**config.mk**
```make
export PLATFORM = sky130hd
export DESIGN_NAME = edge_prescaler
export DESIGN_NICKNAME = d
export VERILOG_FILES = /design/src/rtl/edge_prescaler.sv
export SDC_FILE = /design/constraint.sdc
export NUM_CORES = 1
export LEC_CHECK = 0
export CAP_MARGIN = 10
export CORE_MARGIN = 4
export CORE_UTILIZATION = 25
export DETAILED_ROUTE_END_ITERATION = 7
export MAX_ROUTING_LAYER = met4
export PLACE_DENSITY_LB_ADDON = 0.08
export REMOVE_ABC_BUFFERS = 1
export SETUP_SLACK_MARGIN = 0.3
export SYNTH_ARGS = -nofsm -noshare
export SYNTH_HDL_FRONTEND = slang
export SYNTH_SLANG_ARGS = --single-unit
```
**constraint.sdc**
```tcl
create_clock -name clk_i -period 3 [get_ports clk_i]
set_clock_uncertainty 0.1 [all_clocks]
set_input_delay 0.3 -clock clk_i [delete_from_list [all_inputs] [get_ports clk_i]]
set_output_delay 0.3 -clock clk_i [all_outputs]
set_load 0.01 [all_outputs]
```
**src/rtl/edge_prescaler.sv**
```systemverilog
// Edge prescaler: counts rising edges of a sampled input and emits a tick
// plus a 50%-duty toggle every div+1 counted edges.
module edge_prescaler #(
   parameter int WIDTH   = 8,
   parameter int DIV_RST = 1,
   parameter bit SYNC_EN = 1'b0
) (
   input  logic             clk_i,
   input  logic             rst_i,
   input  logic             en_i,
   input  logic             in_i,
   input  logic             load_i,
   input  logic [WIDTH-1:0] div_i,
   output logic             tick_o,
   output logic             tgl_o,
   output logic [WIDTH-1:0] cnt_o
);

   localparam logic [WIDTH-1:0] DIV_INIT = WIDTH'(DIV_RST);

   logic             s;
   logic             s_r;
   logic             rise;
   logic             hit;
   logic [WIDTH-1:0] div_r;
   logic [WIDTH-1:0] cnt;
   logic             tick;
   logic             tgl;

   // Input sampling: either a two-flop synchroniser or a direct tap.
   generate
      if (SYNC_EN) begin : g_sync
         logic sync_p0;
         logic sync_p1;

         always_ff @(posedge clk_i) begin
            if (rst_i) begin
               sync_p0 <= 1'b0;
               sync_p1 <= 1'b0;
            end else begin
               sync_p0 <= in_i;
               sync_p1 <= sync_p0;
            end
         end

         assign s = sync_p1;
      end else begin : g_direct
         assign s = in_i;
      end
   endgenerate

   assign rise = s & ~s_r;

   // Using >= rather than == lets any stale count above the divisor wrap on
   // the next counted edge, so the counter can never run past all-ones.
   assign hit = (cnt >= div_r);

   // Edge history, divisor, counter and outputs.
   always_ff @(posedge clk_i) begin
      if (rst_i) begin
         s_r   <= 1'b0;
         div_r <= DIV_INIT;
         cnt   <= '0;
         tick  <= 1'b0;
         tgl   <= 1'b0;
      end else begin
         // s_r tracks s even while disabled so raising en_i never fakes an edge.
         s_r  <= s;
         tick <= 1'b0;
         if (load_i) begin
            div_r <= div_i;
            cnt   <= '0;
         end else if (en_i && rise) begin
            if (hit) begin
               cnt  <= '0;
               tick <= 1'b1;
               tgl  <= ~tgl;
            end else begin
               cnt <= cnt + WIDTH'(1);
            end
         end
      end
   end

   assign tick_o = tick;
   assign tgl_o  = tgl;
   assign cnt_o  = cnt;

endmodule

```
==> images/wires.png <==
Only two layers are drawn.
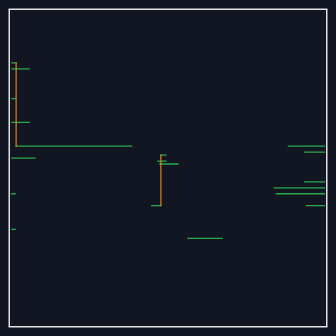
legend:
  orange:
    layer: metal 4
    wire_length: 30.6 um
  green:
    layer: metal 3
    wire_length: 103 um
total routing resource utilization after global routing: 10.2%
Routed Wire Length: 2.34 mm
via count: 818
drt wl/cell: 13.2 um

==> images/placement_by_type.png <==
Scale bar: 20 um.
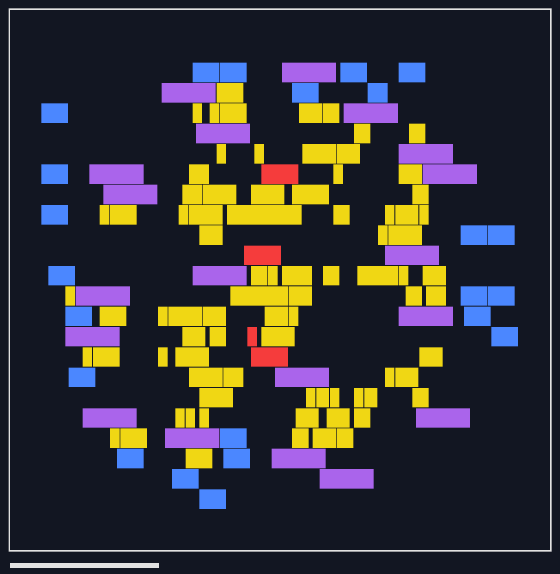
legend:
  purple:
    class: sequential cells
    cells: 19
    share_of_their_area: 30%
  red:
    class: clock drivers and dummy loads
    cells: 4
    share_of_their_area: 3.5%
  blue:
    class: remaining buffers and delay cells
    cells: 23
    share_of_their_area: 18%
  yellow:
    class: combinational and other logic
    cells: 81
    share_of_their_area: 49%
fin util: 33.7%
placeable core area: 4000 um2
fraction of standard cell area that is sequential: 28.3%
design area: 1350 um2

==> images/clk_routes.png <==
Scale bar: 20 um.
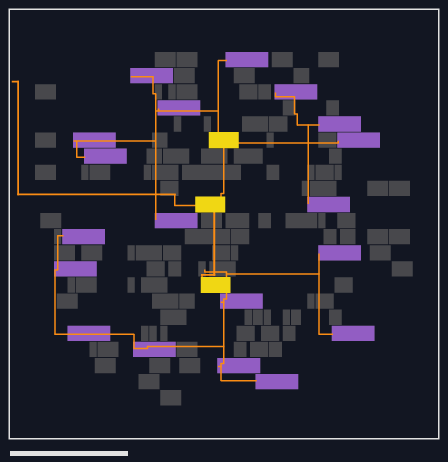
legend:
  orange:
    item: clock wires
    length: 310 um
  yellow:
    item: clock drivers
    count: 3
  purple:
    item: flip-flops
    count: 19
routed clock nets: 4
part of the power in the clock network: 34.9%
Clock group: 0.182 mW
worst skew pair latency: 0.25 ns

==> metrics by stage <==
| step | total power [mW] | setup slack, ns | hold WS, ns |
|---|---|---|---|
| finish | 0.520 | 0.964 | 0.399 |
| global placement | 0.345 | 0.993 | 0.376 |
| floorplan | 0.310 | 1.08 | 0.272 |
| detailed placement | 0.345 | 0.961 | 0.387 |
| CTS | 0.533 | 0.918 | 0.408 |
| global route | 0.551 | 0.803 | 0.438 |
==> worst min-delay path by stage <==
stage	to	start	cells after the start
6_report	div_r[5]	div_r[5]	2
5_1_grt	div_r[4]	div_r[4]	2
4_1_cts	div_r[1]	div_r[1]	2
3_5_place_dp	div_r[1]	div_r[1]	2
3_3_place_gp	div_r[3]	div_r[3]	2
2_1_floorplan	s_r	rst_i	1
==> metal layers <==
metal | vias to the layer above | GRT usage, % | share of wire (%)
met3 | 4 | 2.35 | 4.4
li1 | 421 | - | -
met4 | 0 | 4.38 | 1.3
met2 | 22 | 15.0 | 44
met5 | - | - | 0
met1 | 371 | 13.3 | 50
==> power by group <==
part	switching, mW	internal [mW]	total (mW)
clock	0.0872	0.0944	0.182
combinational	0.0339	0.0397	0.0737
sequential	0.00461	0.260	0.265
==> Yosys cell counts, types with 2 or more instances <==
library cell	n	area, um2
sky130_fd_sc_hd__ha_1	9	113
sky130_fd_sc_hd__nor4_1	7	43.8
sky130_fd_sc_hd__nand4_1	2	12.5
sky130_fd_sc_hd__nor2_1	10	37.5
sky130_fd_sc_hd__xnor2_1	5	43.8
sky130_fd_sc_hd__mux2i_1	7	70.1
sky130_fd_sc_hd__xor2_1	2	17.5
sky130_fd_sc_hd__clkbuf_1	2	7.51
sky130_fd_sc_hd__nand2_1	6	22.5
sky130_fd_sc_hd__buf_2	3	15.0
sky130_fd_sc_hd__inv_1	9	33.8
sky130_fd_sc_hd__nor3_1	2	10.0
sky130_fd_sc_hd__nor2b_1	3	18.8
sky130_fd_sc_hd__dfxtp_1	19	380
sky130_fd_sc_hd__and4_1	2	17.5
==> logic make-up after synthesis <==
group                      Yosys count
AOI/OAI and AO/OA                   10
and+or+nand+nor                     38
buffers and inverters               14
muxes                                8
DFF                                 19
xor gates and xnor gates             7
adders and majority gates            9
==> final cells by class <==
cell class | instances | share of cell area, %
clock buffers | 4 | 3.35
flip-flops and latches | 19 | 28.3
multi-input cells | 72 | 44.3
repair buffers | 23 | 16.9
inverters | 9 | 2.51
well taps | 50 | 4.65
==> worst min-delay path: cells and delay by family (launching register included) <==
family / cells / cell delay, ns
flip-flops: 1 / 0.33
multiplexers: 1 / 0.06
AND/OR/NAND/NOR: 1 / 0.07
==> flip-flops by register name (all words and copies together), names as in the netlist <==
| register | count |
|---|---|
| cnt_o | 8 |
| tgl_o | 1 |
| s_r | 1 |
| tick_o | 1 |
| div_r | 8 |
==> notes.org <==
#+TITLE: Synthesis and PnR summary

** Run status
- The flow ran to the end, and the final reports show no timing, DRC or antenna violations.

** Clocking
- In this run the deepest clock path goes through 2 buffers.
- Cell chosen for the clock root :: sky130_fd_sc_hd__clkbuf_8
- The CTS log lists the clock sinks for this run as 19.
- The post-CTS hold buffer count recorded in the log is 0.
- The report lists the number of cells resized after CTS as 0.

** Drt
- Nets still carrying antenna violations after routing amount to 0.
- Per the detail_route report, DRC violations left total 0.

** Worst setup path
- Looking at the critical path, the single cell with the biggest stage delay is sky130_fd_sc_hd__dfxtp_1.
- STA puts the critical path data required time at 3.05 ns.
- OpenSTA lists the critical path startpoint as cnt_o[0].
- CP bufs+invs :: 1
- Arrival @ worst endpoint :: 2.09 ns
- Worst r2r path cells :: 6
- The worst setup path is captured at a register.
- Worst r2r src :: cnt_o[0]
- Delay-heaviest family, CP :: AND-OR/OR-AND gates

** Floorplanning
- Chip width :: slightly above 70 um
- Number of rows in the core area :: 23
- Die Ht :: 72.3 um

** Place
- Placed inst area :: 1300 um2
- Placer's final routability congestion estimate :: 0.718

** Logic synthesis
- Yosys reports the multiplexer fraction of the synthesized area as 7.87%.
- The synthesized design contains 0 enable-type register cells.
- Per the post-synthesis report, the number of cells in the design is 105.
- Share of synthesized cell area in and-or and or-and compound cells :: 12.2%
- Counting distinct cell types in the post-synthesis netlist gives 32.
- After synthesis, the share of flip-flops with an asynchronous set or reset is 0%.
- During synthesis, Yosys emitted a total of 0 warnings.
- Seq/Total Area, Yosys :: 36.8%

** Cells and area
- The number of antenna diodes in the final layout is 0.
- Registers take 380 um2.
- Commonest Layout Cell :: sky130_fd_sc_hd__clkdlybuf4s50_1
- By instance count after routing, the leading logic cell types are 22 x sky130_fd_sc_hd__clkdlybuf4s50_1, 19 x sky130_fd_sc_hd__dfxtp_1, 10 x sky130_fd_sc_hd__nor2_1.
- Compared with the post-synthesis result, the final layout area differs by 30.3%.
- In the final layout, the share of cells above drive strength 1 is 8.66%.
- Comb gate area :: 597 um2

** Timing
- Period minus WS final :: between 2 and 2.5 ns
- Highest attainable clock frequency :: 491 MHz
- Final Hold Violation Tally :: 0
- Measured slew at the worst slew-check pin :: 0.837 ns
- Counting pins that exceed their max-slew limit in the final report gives 0.
- The final critical path takes up 67.9% of the cycle.
- Setup repair after global routing left no endpoint under its margin.
- Adding up every negative setup slack in the final design gives 0 ns.

** Pwr
- VDD sags by at most 0.119 mV.
Power and IR drop assume default switching activity.
